Fig. 1: run 1, zoomed window
Region (106, 59) to (131, 84) µm. Cells in gray, sequential cells in the stronger gray; small squares are vias.
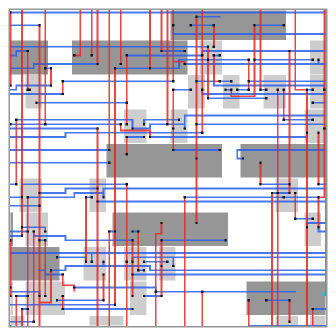
Fig. 2: run 1, pin map
Scale: 2 px per µm. Pins as bars across the die edge, other pins in gray.
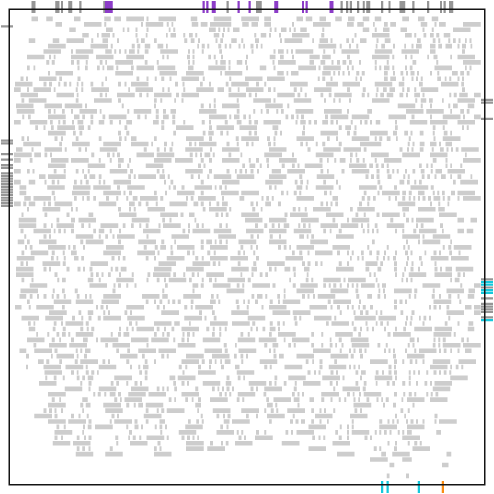
Fig. 3: run 1, congestion heat map
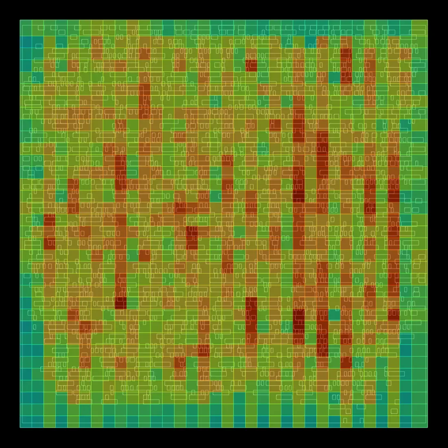
Fig. 4: run 1, where the registers sit
Scale: 1 px per µm.
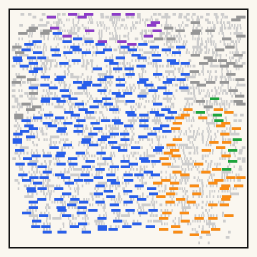
## src/rtl/icache.sv

```systemverilog
`default_nettype none
// ============================================================================
// Module   : icache
// Purpose  : Direct-mapped, read-only instruction cache with one-word lines.
//            Hits answer in one cycle; misses issue a single-word read on the
//            memory side and relay the returned word after filling the line.
// Revision : 1.0  initial release
// ============================================================================
module icache #(
    parameter int ADDR_BITS = 8,
    parameter int DATA_BITS = 16,
    parameter int NUM_LINES = 16
) (
    input  logic                 clk,
    input  logic                 reset,
    input  logic                 fetch_read_valid,
    input  logic [ADDR_BITS-1:0] fetch_read_address,
    output logic                 fetch_read_ready,
    output logic [DATA_BITS-1:0] fetch_read_data,
    output logic                 mem_read_valid,
    output logic [ADDR_BITS-1:0] mem_read_address,
    input  logic                 mem_read_ready,
    input  logic [DATA_BITS-1:0] mem_read_data,
    input  logic                 flush,
    output logic [15:0]          hit_count,
    output logic [15:0]          miss_count
);

    localparam int INDEX_BITS = $clog2(NUM_LINES);
    localparam int TAG_BITS   = ADDR_BITS - INDEX_BITS;

    typedef enum logic [1:0] {
        IDLE      = 2'd0,
        MISS_WAIT = 2'd1,
        RELAY     = 2'd2
    } state_t;

    state_t                 state_q, state_d;

    // Line storage: valid bits live with the control state, tag and word
    // arrays are written only on a fill.
    logic [NUM_LINES-1:0]   valid_q, valid_d;
    logic [TAG_BITS-1:0]    tag_q  [NUM_LINES];
    logic [DATA_BITS-1:0]   data_q [NUM_LINES];

    logic                   fetch_read_ready_q, fetch_read_ready_d;
    logic [DATA_BITS-1:0]   fetch_read_data_q,  fetch_read_data_d;
    logic                   mem_read_valid_q,   mem_read_valid_d;
    logic [ADDR_BITS-1:0]   mem_read_address_q, mem_read_address_d;
    logic [15:0]            hit_count_q,        hit_count_d;
    logic [15:0]            miss_count_q,       miss_count_d;

    logic [INDEX_BITS-1:0]  w_req_idx;
    logic [TAG_BITS-1:0]    w_req_tag;
    logic                   w_hit;
    logic [INDEX_BITS-1:0]  w_fill_idx;
    logic [TAG_BITS-1:0]    w_fill_tag;
    logic                   w_fill_en;

    assign w_req_idx  = fetch_read_address[INDEX_BITS-1:0];
    assign w_req_tag  = fetch_read_address[ADDR_BITS-1:INDEX_BITS];
    assign w_hit      = valid_q[w_req_idx] && (tag_q[w_req_idx] == w_req_tag);

    // The fill target is the latched miss address, so the line written is
    // exactly the one requested from memory.
    assign w_fill_idx = mem_read_address_q[INDEX_BITS-1:0];
    assign w_fill_tag = mem_read_address_q[ADDR_BITS-1:INDEX_BITS];

    // Next-state, next-output and fill-enable decode for the control FSM.
    always_comb begin
        state_d            = state_q;
        valid_d            = valid_q;
        fetch_read_ready_d = fetch_read_ready_q;
        fetch_read_data_d  = fetch_read_data_q;
        mem_read_valid_d   = mem_read_valid_q;
        mem_read_address_d = mem_read_address_q;
        hit_count_d        = hit_count_q;
        miss_count_d       = miss_count_q;
        w_fill_en          = 1'b0;

        case (state_q)
            IDLE: begin
                if (flush) begin
                    // Flush wins over any pending request this cycle.
                    valid_d = '0;
                end else if (fetch_read_valid) begin
                    if (w_hit) begin
                        fetch_read_data_d  = data_q[w_req_idx];
                        fetch_read_ready_d = 1'b1;
                        if (hit_count_q != 16'hFFFF) begin
                            hit_count_d = hit_count_q + 16'd1;
                        end
                        state_d = RELAY;
                    end else if (!mem_read_ready) begin
                        // A still-high ready belongs to the previous response;
                        // issuing now would let it be mistaken for ours.
                        mem_read_valid_d   = 1'b1;
                        mem_read_address_d = fetch_read_address;
                        if (miss_count_q != 16'hFFFF) begin
                            miss_count_d = miss_count_q + 16'd1;
                        end
                        state_d = MISS_WAIT;
                    end
                end
            end

            MISS_WAIT: begin
                if (mem_read_ready) begin
                    w_fill_en            = 1'b1;
                    valid_d[w_fill_idx]  = 1'b1;
                    mem_read_valid_d     = 1'b0;
                    fetch_read_data_d    = mem_read_data;
                    fetch_read_ready_d   = 1'b1;
                    state_d              = RELAY;
                end
            end

            RELAY: begin
                if (!fetch_read_valid) begin
                    fetch_read_ready_d = 1'b0;
                    state_d            = IDLE;
                end
            end

            default: begin
                state_d = IDLE;
            end
        endcase
    end

    // Control state and registered outputs; reset withdraws any miss at once.
    always_ff @(posedge clk or posedge reset) begin
        if (reset) begin
            state_q            <= IDLE;
            valid_q            <= '0;
            fetch_read_ready_q <= 1'b0;
            fetch_read_data_q  <= '0;
            mem_read_valid_q   <= 1'b0;
            mem_read_address_q <= '0;
            hit_count_q        <= '0;
            miss_count_q       <= '0;
        end else begin
            state_q            <= state_d;
            valid_q            <= valid_d;
            fetch_read_ready_q <= fetch_read_ready_d;
            fetch_read_data_q  <= fetch_read_data_d;
            mem_read_valid_q   <= mem_read_valid_d;
            mem_read_address_q <= mem_read_address_d;
            hit_count_q        <= hit_count_d;
            miss_count_q       <= miss_count_d;
        end
    end

    // Tag and word arrays, written on a fill from the memory response.
    always_ff @(posedge clk or posedge reset) begin
        if (reset) begin
            for (int i = 0; i < NUM_LINES; i++) begin
                tag_q[i]  <= '0;
                data_q[i] <= '0;
            end
        end else if (w_fill_en) begin
            tag_q[w_fill_idx]  <= w_fill_tag;
            data_q[w_fill_idx] <= mem_read_data;
        end
    end

    assign fetch_read_ready = fetch_read_ready_q;
    assign fetch_read_data  = fetch_read_data_q;
    assign mem_read_valid   = mem_read_valid_q;
    assign mem_read_address = mem_read_address_q;
    assign hit_count        = hit_count_q;
    assign miss_count       = miss_count_q;

endmodule
`default_nettype wire

```

## config.mk

```make
export PLATFORM = sky130hd
export DESIGN_NAME = icache
export DESIGN_NICKNAME = d
export VERILOG_FILES = /design/src/rtl/icache.sv
export SDC_FILE = /design/constraint.sdc
export NUM_CORES = 1
export LEC_CHECK = 0
export ABC_AREA = 1
export CELL_PAD_IN_SITES_DETAIL_PLACEMENT = 1
export CELL_PAD_IN_SITES_GLOBAL_PLACEMENT = 2
export CORE_UTILIZATION = 33
export CTS_CLUSTER_DIAMETER = 60
export CTS_CLUSTER_SIZE = 8
export DETAILED_ROUTE_END_ITERATION = 8
export PLACE_DENSITY_LB_ADDON = 0.15
export SETUP_SLACK_MARGIN = 0.3
export SYNTH_ARGS = -nofsm -noshare
export SYNTH_HDL_FRONTEND = slang
export SYNTH_SLANG_ARGS = --single-unit
```

## constraint.sdc

```tcl
create_clock -name clk -period 13.7 [get_ports clk]
set_input_delay 3.425 -clock clk [delete_from_list [all_inputs] [get_ports clk]]
set_output_delay 3.425 -clock clk [all_outputs]
set_load 0.01 [all_outputs]
```

==> flow_summary_export.csv, run 1 <==
group,metric,value,unit
status,outcome,"finished clean",
power,combPwrFrac,24.0,%
routing,wl_met1,31400,µm
finish,comb_cells,1544,
power,finalPower,4.04,mW
power,p_int,2.68,mW
floorplan,die-area,56200,µm²
power,leakage,9.46,nW
setup_path,crit_path_max_incr_delay,0.74,ns
finish,n_clock_buffer,62,
sta,tightest_slew,1.21,ns
power,power.switching,1.36,mW
min_path,hold_start,"data_q[99]$_DFFE_PP0P_",
logic_synthesis,top_cell,"nand2_1",
logic_synthesis,syn_area_per_cell,8.25,µm²
setup_path,startpoint,"fetch_read_address[1]",
global_routing,grt.busiest_layer,"met2",
logic_synthesis,postSynthCellCount,2210,
sta,fmax,148,MHz
power,comb_cell_power,0.968,mW
logic_synthesis,synthAoiAreaFrac,18.4,%
Back to the opening pictures, Fig. 1:
blue -> metal 1
magenta -> metal 4
red -> metal 2
cyan -> metal 3
sequential cells in the window = 6
cells with their middle in the window = 25
most frequent = o21ai_0 (8), dfrtp_1 (6), nand2_1 (5)
netlist names of flops here include = `data_q` (6)

Back to the opening pictures, Fig. 2:
cyan -> `fetch_read_address`  # pins 8, direction input, edge 5 east, 3 south
purple -> `miss_count`  # pins 16, direction output, edge north
orange -> `reset`  # pins 1, direction input, edge south
all pins by edge = 47 north, 20 west, 16 east, 4 south

Back to the opening pictures, Fig. 3:
met3 GRT Util: 2.73%
final core utilization: 38.9%

Back to the opening pictures, Fig. 4:
purple -> `miss_count`  # flops 16
blue -> `data_q`  # flops 256
orange -> `tag_q`  # flops 64
green -> `mem_read_address`  # flops 8, where east
flop share of the area: 47.0%
register area: 9910 µm²

--- run 2 (diff from run 1) ---
CORE_UTILIZATION = 35   (was 33)
clock period = 6.4 ns   (was 13.7 ns; I/O delays follow)
Fig. 5: run 2, where the registers sit
Scale: 1 px per µm.
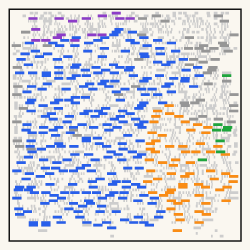
purple -> `miss_count`  # flops 16
green -> `mem_read_address`  # flops 8, where east
orange -> `tag_q`  # flops 64
blue -> `data_q`  # flops 256
not colored = 52

Fig. 6: run 2, pin map
Scale: 2 px per µm. Pins as bars across the die edge, other pins in gray.
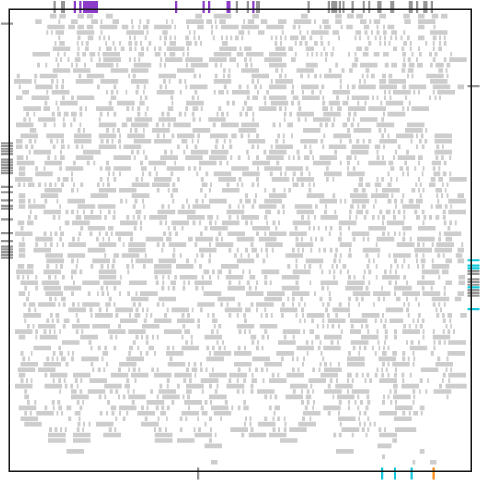
cyan -> `fetch_read_address`  # pins 8, direction input, edge 5 east, 3 south
orange -> `reset`  # pins 1, direction input, edge south
purple -> `miss_count`  # pins 16, direction output, edge north
all pins by edge = 43 north, 25 west, 14 east, 5 south
Die X-Extent: 230 µm
port bufs: 86
die span in y: 230 µm

Fig. 7: run 2, congestion heat map
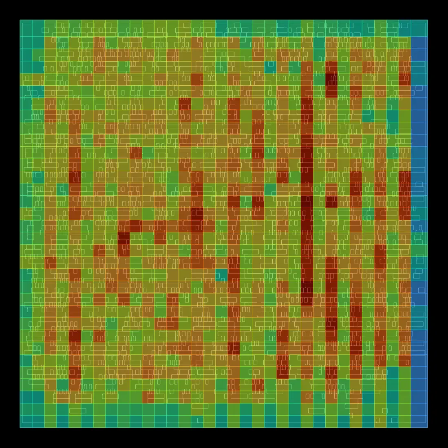
final core utilization: 41.1%
GR Layer Usage met2: 38.9%
met3 GRT Util: 2.90%
DR WL/cell: 21.5 µm

==> run 2 against run 1 <==
Effect of this change:
- flip-flop count unchanged
- highest routed layer unchanged
- non-clock buffer count rose by 6
- register-to-register slack worse by 7.1 ns
- critical path type unchanged
- largest power group unchanged
==> flow_summary_export.csv, run 2 <==
group,metric,value,unit
power,power.switching,2.87,mW
power,finalPower,8.64,mW
finish,seq_cells,396,
clock_network,cts_tree,"built",
setup_path,setup.worst_path.start_class,"input pin",
finish,n_clock_buffer,62,
setup_path,timing.rr.start,"state_q[1]$_DFFE_PP0P_",
routing,wl_met1,30500,µm
global_routing,grt.total_usage,24.2,%
routing,antenna_left,0,
setup_path,worstPathMaxFanout,80,
finish,seq_area,9910,µm²
logic_synthesis,postSynthCellCount,2210,
global_routing,overflow,0,
logic_synthesis,yosysCellCount,2210,
logic_synthesis,yosys.area_share.simple,19.9,%
power,power-top-group,"registers",
power,leakage,9.48,nW
power,combPwrFrac,23.8,%
finish,design_area,21100,µm²
status,outcome,"finished clean",
logic_synthesis,syn_area_per_cell,8.25,µm²
logic_synthesis,top_cell,"nand2_1",
global_routing,grt.busiest_layer,"met2",
logic_synthesis,synth-async-reset-ratio,100,%
sta,fmax,228,MHz
floorplan,core-area,51400,µm²
power,p_int,5.77,mW
power,comb_cell_power,2.06,mW
floorplan,die-area,53000,µm²
global_routing,grt_pass1_wl,98600,µm
logic_synthesis,synthTopCellsByCount,"nand2_1 (577), o21ai_0 (466), dfrtp_1 (396)",
setup_path,path_delay_family,"simple AND/OR/NAND/NOR gates",
placed_design,place_area,19500,µm²
setup_path,startpoint,"fetch_read_address[0]",
sta,tightest_slew,1.14,ns
floorplan,fp_util,35.5,%
setup_path,crit_path_max_incr_delay,0.79,ns
min_path,hold_start,"data_q[137]$_DFFE_PP0P_",
power,pg_clk,2.78,mW
logic_synthesis,yosysTopAreaCellShare,54.4,%
logic_synthesis,ys.flops,396,
logic_synthesis,synthAoiAreaFrac,18.4,%
clock_network,cts_buffers,57,
clock_network,post_cts_buffers,0,
finish,comb_cells,1544,
sta,hold_violations,0,
finish,sh_seq_area,46.9,%
--- run 3 (diff from run 2) ---
CORE_UTILIZATION = 33   (was 35)
clock period = 3.6 ns   (was 6.4 ns; I/O delays follow)
Fig. 8: run 3, where the registers sit
Scale: 1 px per µm.
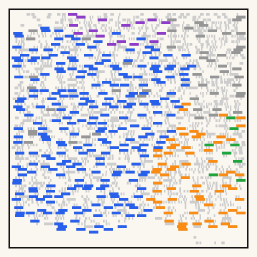
blue -> `data_q`  # flops 256
orange -> `tag_q`  # flops 64
purple -> `miss_count`  # flops 16, where north
green -> `mem_read_address`  # flops 8, where east
flop share of the area: 46.1%
seq pwr: 6.79 mW
final core utilization: 39.6%

Fig. 9: run 3, zoomed window
Region (106, 59) to (131, 84) µm. Cells in gray, sequential cells in the stronger gray; small squares are vias.
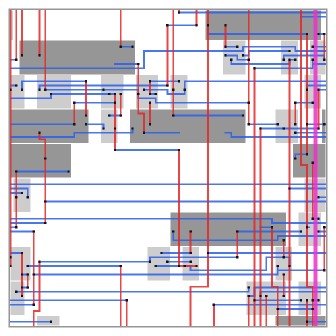
red -> metal 2
blue -> metal 1
magenta -> metal 4
netlist names of flops here include = `data_q` (6)
cells with their middle in the window = 26
most frequent = o21ai_0 (7), nand2_1 (6), dfrtp_1 (6)
sequential cells in the window = 6

Fig. 10: run 3, congestion heat map
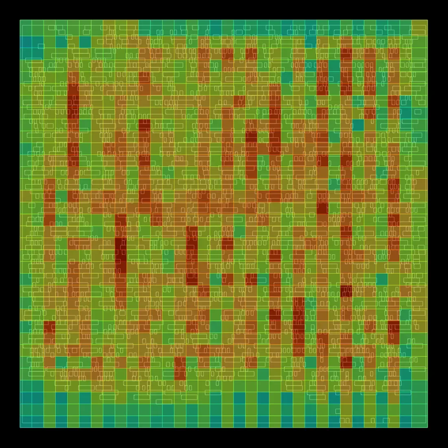
GRT Total Usage: 23.7%
met3 GRT Util: 3.16%
GR Layer Usage met2: 37.7%
GR peak layer: met2

==> run 3 against run 2 <==
Effect of this change:
- routed wire length up 3.7%
- synthesized cell count unchanged
- register-to-register slack worse by 1.8 ns
- first-iteration DRC count down 9.8%
- clock power up 73%
- flip-flop count unchanged
- sequential share of layout area down 0.84 points
- synthesized area unchanged
- core utilization down 1.4 points
- die size up 6.0%
- critical path type unchanged
- largest cell class unchanged
==> flow_summary_export.csv, run 3 <==
group,metric,value,unit
status,outcome,"finished clean",
logic_synthesis,synthTopCellsByCount,"nand2_1 (577), o21ai_0 (466), dfrtp_1 (396)",
power,power-top-group,"registers",
logic_synthesis,yosysCellCount,2210,
routing,wire_per_inst,22.0,µm
sta,fmax,385,MHz
logic_synthesis,syn_area_per_cell,8.25,µm²
setup_path,setup.worst_path.start_class,"input pin",
floorplan,die_h,237,µm
setup_path,timing.rr.start,"mem_read_address[3]$_DFFE_PP0P_",
min_path,hold_start,"data_q[151]$_DFFE_PP0P_",
power,finalPower,15.4,mW
logic_synthesis,top_cell,"nand2_1",
global_routing,overflow,0,
setup_path,worstPathMaxFanout,74,
power,power.switching,5.13,mW
sta,tightest_slew,0.862,ns
clock_network,cts_buffers,56,
power,comb_cell_power,3.76,mW
logic_synthesis,postSynthCellCount,2210,
logic_synthesis,synth-async-reset-ratio,100,%
global_routing,grt_pass1_wl,102000,µm
floorplan,die-area,56200,µm²
sta,hold_violations,0,
finish,seq_area,9910,µm²
setup_path,startpoint,"fetch_read_address[0]",
setup_path,path_delay_family,"AND-OR/OR-AND gates",
logic_synthesis,yosys.area_share.simple,19.9,%
power,p_int,10.2,mW
placed_design,place_area,20000,µm²
Power figures rest on the tool's default switching activity, not on a simulated workload.
